## src/rtl/bch_err_apply_p32.sv

```systemverilog
// bch_err_apply_p32 -- buffers one BCH codeword (N_WORDS x 32 bits), captures
// the error locations from the Chien search, then streams the codeword back
// out with the located bits flipped.
//
// Ports
//   clk, rstn                  clock, asynchronous active-low reset
//   in_valid/in_data/in_ready  raw codeword words, word 0 first
//   loc_valid/loc_ready        one location set per codeword
//   aadd1..aadd8, serr         error bit addresses (8191 = empty) and count
//   out_valid/out_data/out_last/out_ready  corrected words, last = word N_WORDS-1
//   corr_cnt, addr_err         per-codeword correction count and address error flag
//
// state     | meaning
// S_IDLE    | empty, accepting words and locations
// S_COLLECT | codeword and/or location set partially captured
// S_DRAIN   | streaming corrected words out
module bch_err_apply_p32 #(
  parameter int N_WORDS = 132
) (
  input  logic        clk,
  input  logic        rstn,
  input  logic        in_valid,
  input  logic [31:0] in_data,
  output logic        in_ready,
  input  logic        loc_valid,
  input  logic [12:0] aadd1,
  input  logic [12:0] aadd2,
  input  logic [12:0] aadd3,
  input  logic [12:0] aadd4,
  input  logic [12:0] aadd5,
  input  logic [12:0] aadd6,
  input  logic [12:0] aadd7,
  input  logic [12:0] aadd8,
  input  logic [3:0]  serr,
  output logic        loc_ready,
  output logic        out_valid,
  output logic [31:0] out_data,
  output logic        out_last,
  input  logic        out_ready,
  output logic [3:0]  corr_cnt,
  output logic        addr_err
);

  localparam logic [7:0]  LP_NW    = 8'(N_WORDS);
  localparam logic [7:0]  LP_LAST  = 8'(N_WORDS - 1);
  localparam logic [12:0] LP_EMPTY = 13'h1FFF;

  typedef enum logic [1:0] {S_IDLE, S_COLLECT, S_DRAIN} state_t;

  state_t      r_state, w_state_nxt;
  logic        r_alive;
  logic        r_fill_done, r_loc_done;
  logic [7:0]  r_wr_ptr, r_rd_ptr;
  logic [31:0] r_buf [N_WORDS];
  logic [12:0] r_slot_addr [8];
  logic [7:0]  r_slot_vld;
  logic [3:0]  r_corr_cnt;
  logic        r_addr_err;

  logic [12:0] w_aadd [8];
  logic        w_wr, w_cap, w_rd, w_last_hs;
  logic        w_fill_nxt, w_loc_nxt;
  logic [3:0]  w_serr_eff;
  logic [7:0]  w_use;
  logic [3:0]  w_cnt;
  logic        w_err;
  logic [31:0] w_mask;

  assign w_aadd[0] = aadd1;
  assign w_aadd[1] = aadd2;
  assign w_aadd[2] = aadd3;
  assign w_aadd[3] = aadd4;
  assign w_aadd[4] = aadd5;
  assign w_aadd[5] = aadd6;
  assign w_aadd[6] = aadd7;
  assign w_aadd[7] = aadd8;

  // r_alive keeps both ready outputs low while reset is asserted
  assign in_ready  = r_alive & (r_state != S_DRAIN) & ~r_fill_done;
  assign loc_ready = r_alive & (r_state != S_DRAIN) & ~r_loc_done;
  assign out_valid = (r_state == S_DRAIN);

  assign w_wr       = in_valid & in_ready;
  assign w_cap      = loc_valid & loc_ready;
  assign w_rd       = out_valid & out_ready;
  assign w_last_hs  = w_rd & (r_rd_ptr == LP_LAST);
  assign w_fill_nxt = r_fill_done | (w_wr & (r_wr_ptr == LP_LAST));
  assign w_loc_nxt  = r_loc_done | w_cap;

  always_ff @(posedge clk or negedge rstn) begin
    if (!rstn) r_state <= S_IDLE;
    else       r_state <= w_state_nxt;
  end

  always_comb begin
    w_state_nxt = r_state;
    case (r_state)
      S_IDLE: begin
        if (w_fill_nxt && w_loc_nxt) w_state_nxt = S_DRAIN;
        else if (w_wr || w_cap)      w_state_nxt = S_COLLECT;
      end
      S_COLLECT: begin
        if (w_fill_nxt && w_loc_nxt) w_state_nxt = S_DRAIN;
      end
      S_DRAIN: begin
        if (w_last_hs) w_state_nxt = S_IDLE;
      end
      default: w_state_nxt = S_IDLE;
    endcase
  end

  // Slot qualification at capture time: serr above 8 is clamped (and flagged),
  // empty slots are skipped silently, out-of-range words are dropped and flagged.
  always_comb begin
    w_serr_eff = (serr > 4'd8) ? 4'd8 : serr;
    w_use      = '0;
    w_cnt      = '0;
    w_err      = (serr > 4'd8);
    for (int i = 0; i < 8; i++) begin
      if ((4'(i) < w_serr_eff) && (w_aadd[i] != LP_EMPTY)) begin
        if (w_aadd[i][12:5] < LP_NW) begin
          w_use[i] = 1'b1;
          w_cnt    = w_cnt + 4'd1;
        end else begin
          w_err = 1'b1;
        end
      end
    end
  end

  // XOR accumulation makes duplicate addresses cancel pairwise
  always_comb begin
    w_mask = '0;
    for (int i = 0; i < 8; i++) begin
      if (r_slot_vld[i] && (r_slot_addr[i][12:5] == r_rd_ptr))
        w_mask = w_mask ^ (32'h1 << r_slot_addr[i][4:0]);
    end
  end

  always_ff @(posedge clk or negedge rstn) begin
    if (!rstn) begin
      r_alive     <= 1'b0;
      r_fill_done <= 1'b0;
      r_loc_done  <= 1'b0;
      r_wr_ptr    <= '0;
      r_rd_ptr    <= '0;
      r_slot_vld  <= '0;
      r_corr_cnt  <= '0;
      r_addr_err  <= 1'b0;
      for (int i = 0; i < 8; i++) r_slot_addr[i] <= '0;
    end else begin
      r_alive <= 1'b1;
      if (w_last_hs) begin
        r_fill_done <= 1'b0;
        r_loc_done  <= 1'b0;
        r_wr_ptr    <= '0;
        r_rd_ptr    <= '0;
        r_slot_vld  <= '0;
        r_corr_cnt  <= '0;
        r_addr_err  <= 1'b0;
      end else begin
        if (w_wr) begin
          r_wr_ptr <= r_wr_ptr + 8'd1;
          if (r_wr_ptr == LP_LAST) r_fill_done <= 1'b1;
        end
        if (w_cap) begin
          r_loc_done <= 1'b1;
          r_slot_vld <= w_use;
          r_corr_cnt <= w_cnt;
          r_addr_err <= w_err;
          for (int i = 0; i < 8; i++) r_slot_addr[i] <= w_aadd[i];
        end
        if (w_rd) r_rd_ptr <= r_rd_ptr + 8'd1;
      end
    end
  end

  // Codeword storage carries no reset; pointers alone define its validity
  always_ff @(posedge clk) begin
    if (w_wr) r_buf[r_wr_ptr] <= in_data;
  end

  assign out_data = out_valid ? (r_buf[r_rd_ptr] ^ w_mask) : 32'h0;
  assign out_last = out_valid & (r_rd_ptr == LP_LAST);
  assign corr_cnt = r_corr_cnt;
  assign addr_err = r_addr_err;

endmodule

```

## config.mk

```make
export PLATFORM = sky130hd
export DESIGN_NAME = bch_err_apply_p32
export DESIGN_NICKNAME = d
export VERILOG_FILES = /design/src/rtl/bch_err_apply_p32.sv
export SDC_FILE = /design/constraint.sdc
export NUM_CORES = 2
export LEC_CHECK = 0
export ABC_AREA = 0
export ABC_CLOCK_PERIOD_IN_PS = 9700
export CAP_MARGIN = 20
export CORE_ASPECT_RATIO = 0.6
export CORE_UTILIZATION = 45
export DETAILED_ROUTE_END_ITERATION = 8
export PLACE_DENSITY = 0.68
export SLEW_MARGIN = 10
export SYNTH_ARGS = -nofsm -noshare
export SYNTH_HDL_FRONTEND = slang
export SYNTH_MEMORY_MAX_BITS = 65536
export SYNTH_SLANG_ARGS = --single-unit
export TNS_END_PERCENT = 5
```

## constraint.sdc

```tcl
create_clock -name clk -period 9.7 [get_ports clk]
set_clock_uncertainty 0.05 [all_clocks]
set_input_delay 1.455 -clock clk [delete_from_list [all_inputs] [get_ports clk]]
set_output_delay 1.455 -clock clk [all_outputs]
set_load 0.05 [all_outputs]
```

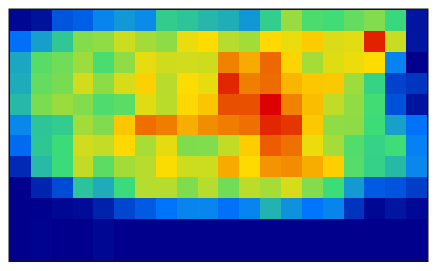
Fig. 1. Wire density map.
20 x 12 tiles, from dark blue (low) to red (high), scaled to the fullest tile. Values are wire area over tile area, all layers added.
emptiest ninth of the die: lower left
fullest tile: 0.51
densest ninth of the die: center
mean over tiles: 0.23

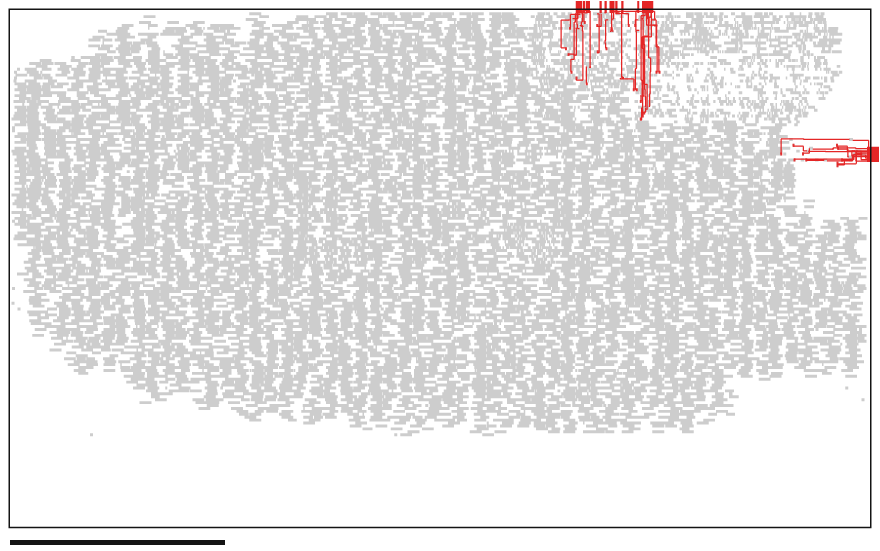
Fig. 2. Nets reached from selected ports.
Scale bar: 200 um.
legend:
  red:
    port: `out_data`
    bits: 32
    direction: output
    edge: 22 top, 10 right
    end_cells: 32
    buffers: 32
    wire: 1,950 um

## cells by family after synthesis
logic type,Yosys count
other,1
DFF,4362
AOI/OAI and AO/OA,115
adders and majority gates,11
buffers and inverters,420
and+or+nand+nor,1179
muxes,1386
xor gates and xnor gates,344
## worst max-delay path, stage by stage, from the launching register on
cell and delay (ns):
dfrtp_4 1.02, buf_12 0.38, buf_4 0.45, mux4_2 0.58
mux4_2 0.53, mux4_2 0.47, nand2_1 0.19, a21oi_1 0.11
a21oi_1 0.90, xnor2_1 0.22, nor2_1 0.16, clkdlybuf4s50_1 0.83
## per-layer routing
metal / vias up / track usage / routed length [um]
li1: 33340 / - / -
met5: - / 0 / 465
met3: 735 / 0.1069 / 81420
met4: 68 / 0.05457 / 11340
met1: 46800 / 0.3900 / 198900
met2: 6383 / 0.3381 / 203300
==> impl_metrics.tcl <==
# metrics dict for downstream scripts
set metrics [dict create \
    sh_comb_area 0.2121 \
    post_cts_resized 0 \
    logic_family "multiplexers" \
    critPathLaunchType "flip-flop" \
    min_from "r_state[1]" \
    drtIter0Drc 14770 \
    cts_root_buffer "clkbuf_16" \
    p_clk_mw 14.6 \
    chipArea_um2 384700 \
    outcome "finished clean" \
    holdWs_ns 0.4397 \
    die_x_um 800.0 \
    finalClockPeriodUsage 0.8635 \
    worstPathMaxFanout 31 \
    leakagePower_nw 59.17 \
    n_sequential_cell 4362 \
    clkTransAtPathRegs_ns 0.07 \
    antenna_found_initial 77 \
    track_usage 0.2541 \
    drv_cap 0 \
    largest_area_cell "edfxtp_1" \
    worst_slack_ns 1.324 \
    fp-utilization 0.4529 \
]
